==> images/io_fan.png <==
(6 px per um)
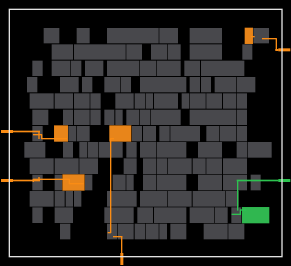
==> images/layer_met3.png <==
(10 px per um)
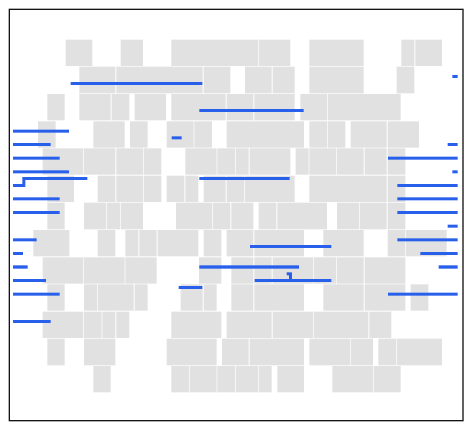
==> images/cell_density.png <==
(8 px per um) 9 x 8 tiles, from dark blue (low) to red (high), 0 to 100% covered.
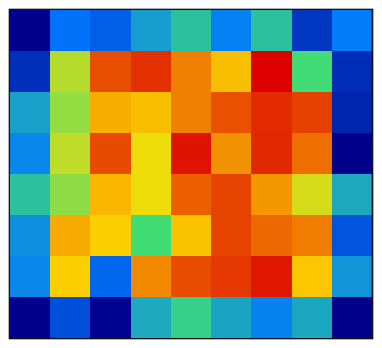
==> images/clk_routes.png <==
(8 px per um)
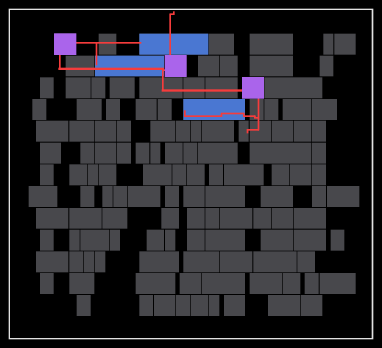
==> images/congestion.png <==
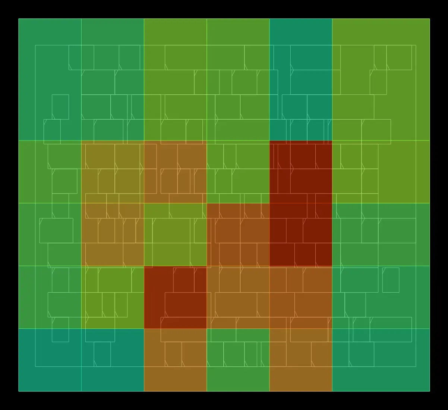
### src/rtl/multicycle_control.sv
// multicycle_control: FETCH/DECODE/EXEC/MEM/WB sequencer for the 16-bit multi-cycle MIPS datapath
module multicycle_control (
  input  logic       clk,
  input  logic       clr,
  input  logic [3:0] opcode,
  input  logic       zero,
  input  logic       mem_ready,
  output logic       mem_read,
  output logic       mem_write,
  output logic       i_or_d,
  output logic       ir_load,
  output logic       mdr_load,
  output logic       aluout_load,
  output logic       pc_load,
  output logic [1:0] pc_src,
  output logic       alu_src_a,
  output logic [1:0] alu_src_b,
  output logic [3:0] alu_op,
  output logic       reg_write,
  output logic       reg_dst,
  output logic       mem_to_reg,
  output logic       retire,
  output logic       halted
);
  typedef enum logic [2:0] {S_FETCH, S_DECODE, S_EXEC, S_MEM, S_WB, S_HALT} state_t;
  state_t r_state, w_next;
  always_ff @(posedge clk)
    r_state <= clr ? S_FETCH : w_next;
  // clr forces every output low, which also drops any in-flight memory request
  always_comb begin
    w_next      = r_state;
    mem_read    = 1'b0;
    mem_write   = 1'b0;
    i_or_d      = 1'b0;
    ir_load     = 1'b0;
    mdr_load    = 1'b0;
    aluout_load = 1'b0;
    pc_load     = 1'b0;
    pc_src      = 2'b00;
    alu_src_a   = 1'b0;
    alu_src_b   = 2'b00;
    alu_op      = 4'd0;
    reg_write   = 1'b0;
    reg_dst     = 1'b0;
    mem_to_reg  = 1'b0;
    retire      = 1'b0;
    halted      = 1'b0;
    if (!clr)
      case (r_state)
        S_FETCH: begin
          mem_read  = 1'b1;
          alu_src_b = 2'b01;
          ir_load   = mem_ready;
          pc_load   = mem_ready;
          w_next    = mem_ready ? S_DECODE : S_FETCH;
        end
        S_DECODE: begin
          alu_src_b   = 2'b10;
          aluout_load = 1'b1;
          pc_load     = opcode == 4'hA;
          pc_src      = opcode == 4'hA ? 2'b10 : 2'b00;
          retire      = opcode >= 4'hA && opcode != 4'hF;
          w_next      = opcode == 4'hF ? S_HALT : retire ? S_FETCH : S_EXEC;
        end
        S_EXEC: begin
          alu_src_a = 1'b1;
          if (opcode <= 4'd5) begin
            alu_op      = opcode;
            aluout_load = 1'b1;
            w_next      = S_WB;
          end else if (opcode == 4'd9) begin
            alu_op  = 4'd1;
            retire  = 1'b1;
            pc_load = zero;
            pc_src  = zero ? 2'b01 : 2'b00;
            w_next  = S_FETCH;
          end else begin
            alu_src_b   = 2'b10;
            aluout_load = 1'b1;
            w_next      = opcode == 4'd6 ? S_WB : S_MEM;
          end
        end
        S_MEM: begin
          i_or_d    = 1'b1;
          mem_read  = opcode == 4'd7;
          mem_write = opcode != 4'd7;
          mdr_load  = mem_read && mem_ready;
          retire    = mem_write && mem_ready;
          w_next    = !mem_ready ? S_MEM : mem_read ? S_WB : S_FETCH;
        end
        S_WB: begin
          reg_write  = 1'b1;
          retire     = 1'b1;
          reg_dst    = opcode == 4'd6 || opcode == 4'd7;
          mem_to_reg = opcode == 4'd7;
          w_next     = S_FETCH;
        end
        S_HALT: halted = 1'b1;
        default: w_next = S_FETCH;
      endcase
  end
endmodule
### config.mk
export PLATFORM = sky130hd
export DESIGN_NAME = multicycle_control
export DESIGN_NICKNAME = d
export VERILOG_FILES = /design/src/rtl/multicycle_control.sv
export SDC_FILE = /design/constraint.sdc
export NUM_CORES = 1
export LEC_CHECK = 0
export CAP_MARGIN = 20
export CORE_ASPECT_RATIO = 0.9
export CORE_MARGIN = 1.5
export CORE_UTILIZATION = 34
export DETAILED_ROUTE_END_ITERATION = 12
export GPL_ROUTABILITY_DRIVEN = 0
export GPL_TIMING_DRIVEN = 0
export PLACE_DENSITY = 0.71
export SYNTH_ARGS = -nofsm -noshare
export SYNTH_HDL_FRONTEND = slang
export SYNTH_SLANG_ARGS = --single-unit
### constraint.sdc
create_clock -name clk -period 1.4 [get_ports clk]
set_clock_uncertainty 0.2 [all_clocks]
set_input_delay 0.21 -clock clk [delete_from_list [all_inputs] [get_ports clk]]
set_output_delay 0.21 -clock clk [all_outputs]
set_load 0.005 [all_outputs]
==> CHANGELOG.md <==
## Implementation

- Status: complete, but fails checks
- Failing checks: setup timing
- Non-Filler Instances: roughly 150
- Power Dens Cells: roughly 530 nW/um^2
- Adder share: 0
- Worst R2R Start: r_state[1]
- P_seq: approximately 0.11 mW
- ClkCell Share: 0.0243
- Leading cell kind: combinational gates
- Tmin final: 1.83 ns
- Core Box Area: between 1000 and 1500 um^2
- Crit path kind: reg2out
- Synth cell types: 37
- # H-tree levels: 1
- Min-Delay Endpoint: r_state[0]
- Clk buf depth: 2
- Yosys aoi share: 0.252
- Placed Area: ~850 um^2
- Post-route DRC: 0
- Max Cap Viol: 0
- Number of synthesized flops with an enable pin: 0
- RSZ-0062 raised after global routing: yes
- PnR worst setup slack: -0.431 ns
- Root buffer selected by CTS: clkbuf_4
- Synth warn: 0
- Commonest non-fill, non-tap cell in the layout: buf_2
- Tool warnings: 29
- Final hold slack: approximately 0.11 ns
- P_leak: 0.504 nW
- Ratio of cells with drive above 1 in the final layout: 0.609
- Combinational power share: 0.543
- # Cells Yosys: 84
- Post-route antenna net violation count: 0
- Combinational cell power: 0.314 mW
- Max rail drop VDD: between 0.4 and 0.5 mV
- Final Hold Fails: 0
- Final Util: 0.731
- Metal-1 WL: 912 um
- # setup viols final: 22
- Via count: 810
- Wire per inst: 14.5 um
- Worst Hold Depth: 2
- DP Wirelength: ~1200 um
- Die W: between 40 and 50 um
- Post-Syn Area: between 500 and 600 um^2
- Ys flops: 3
- Sequential share of power: 0.186
- Syn avg cell area: 6.49 um^2
- Nonclk inv count: 4
- Worst path arrival time: roughly 1.4 ns
- FP Rows: 13
- Seq/Total Area, Yosys: 0.110
- Logic area: about 560 um^2
- P_int: ~0.36 mW
- Via density: 5.40
- Seq cells: 3
- Setup TNS: -5.98 ns
- Hold wc startpoint: clr
- Commonest cells after routing, fill and taps aside: buf_2 (18), buf_4 (10), buf_6 (8), a21oi_1 (7)
- DRT iter0 DRCs: 13
- DP Cell Count: ~130
- Worst hold path class: in2reg
- Clock group power: 0.156 mW
- MI comb cells: about 70
- Final instance area: between 1000 and 1500 um^2
- Simple share: 0.518
- Area delta synth->final: 98.4%
- CTS tree: done
- Highest-power group: combinational cells
- Fmax: 546 MHz
- Top cells by area: dfxtp_1 (11%), a21oi_1 (8.3%), nor2_1 (6.2%), and3_1 (5.7%), nand2b_1 (4.6%)
- NonClk Buf Share: 0.357
- Crit-path max FO: 7
- Non-CTS buffers: around 46
- Async SR Flop Fraction: 0
- Final Net Count: between 100 and 150
- Largest net degree at the start of global routing: 11
- FF-to-FF setup slack: -0.12 ns
- Top Registers: r_state x3
- Clock Sinks: 3
- Met3 usage in global routing: 0.0661
- NetSw: about 0.21 mW
- Number of global-route vias before repair: 666
Notes on io_fan.png above:
port	colour	bits	direction	edge	end cells	buffers	wire
`alu_op`	orange	4	output	2 west, 1 south, 1 east	4	4	51.6 um
`mem_to_reg`	green	1	output	east	1	1	14.6 um
I/O Pins: 29
PortBufs: 26

Notes on layer_met3.png above:
wire length on this layer	153 um
longest straight run	12.9 um
nets with wire on the layer	30
main direction	horizontal
share of all routed wire	7.0%

Notes on cell_density.png above:
tiles over 75% full	44%
fullest tile	100%
emptiest ninth of the die	south-west
densest ninth of the die	centre
mean over tiles	57%

Notes on clk_routes.png above:
[clock drivers] purple | count: 3
[clock wires] red | length: 67.0 um
[flip-flops] blue | count: 3
routed clock nets	4

Notes on congestion.png above:
Tot GR Track Use: 0.220
met2 GRT Util: 0.396
global route hottest layer: met2
GRT met1 Usage: 0.270

==> timing repair <==
item | CTS | global route
endpoints found under the setup margin | 23 | 22
gates resized | 117 | 24
buffers inserted | 10 | 5
pin swaps | 14 | 9
hold buffers | 0 | 0
==> critical path: stages (launching register included) <==
cell	delay, ns
dfxtp_4	0.37
buf_8	0.14
a22oi_2	0.16
a2111oi_2	0.05
or3_1	0.34
buf_2	0.13
==> worst max-delay path by stage <==
| stage | from | endpoint | cells past startpoint |
|---|---|---|---|
| 2_1_floorplan | r_state[0] | retire | 4 |
| 3_3_place_gp | clr | alu_op[0] | 5 |
| 3_5_place_dp | clr | alu_op[2] | 5 |
| 4_1_cts | r_state[1] | alu_op[1] | 5 |
| 5_1_grt | r_state[1] | mem_to_reg | 6 |
| 6_report | r_state[0] | retire | 5 |
Power is estimated from default activity; no workload was simulated.
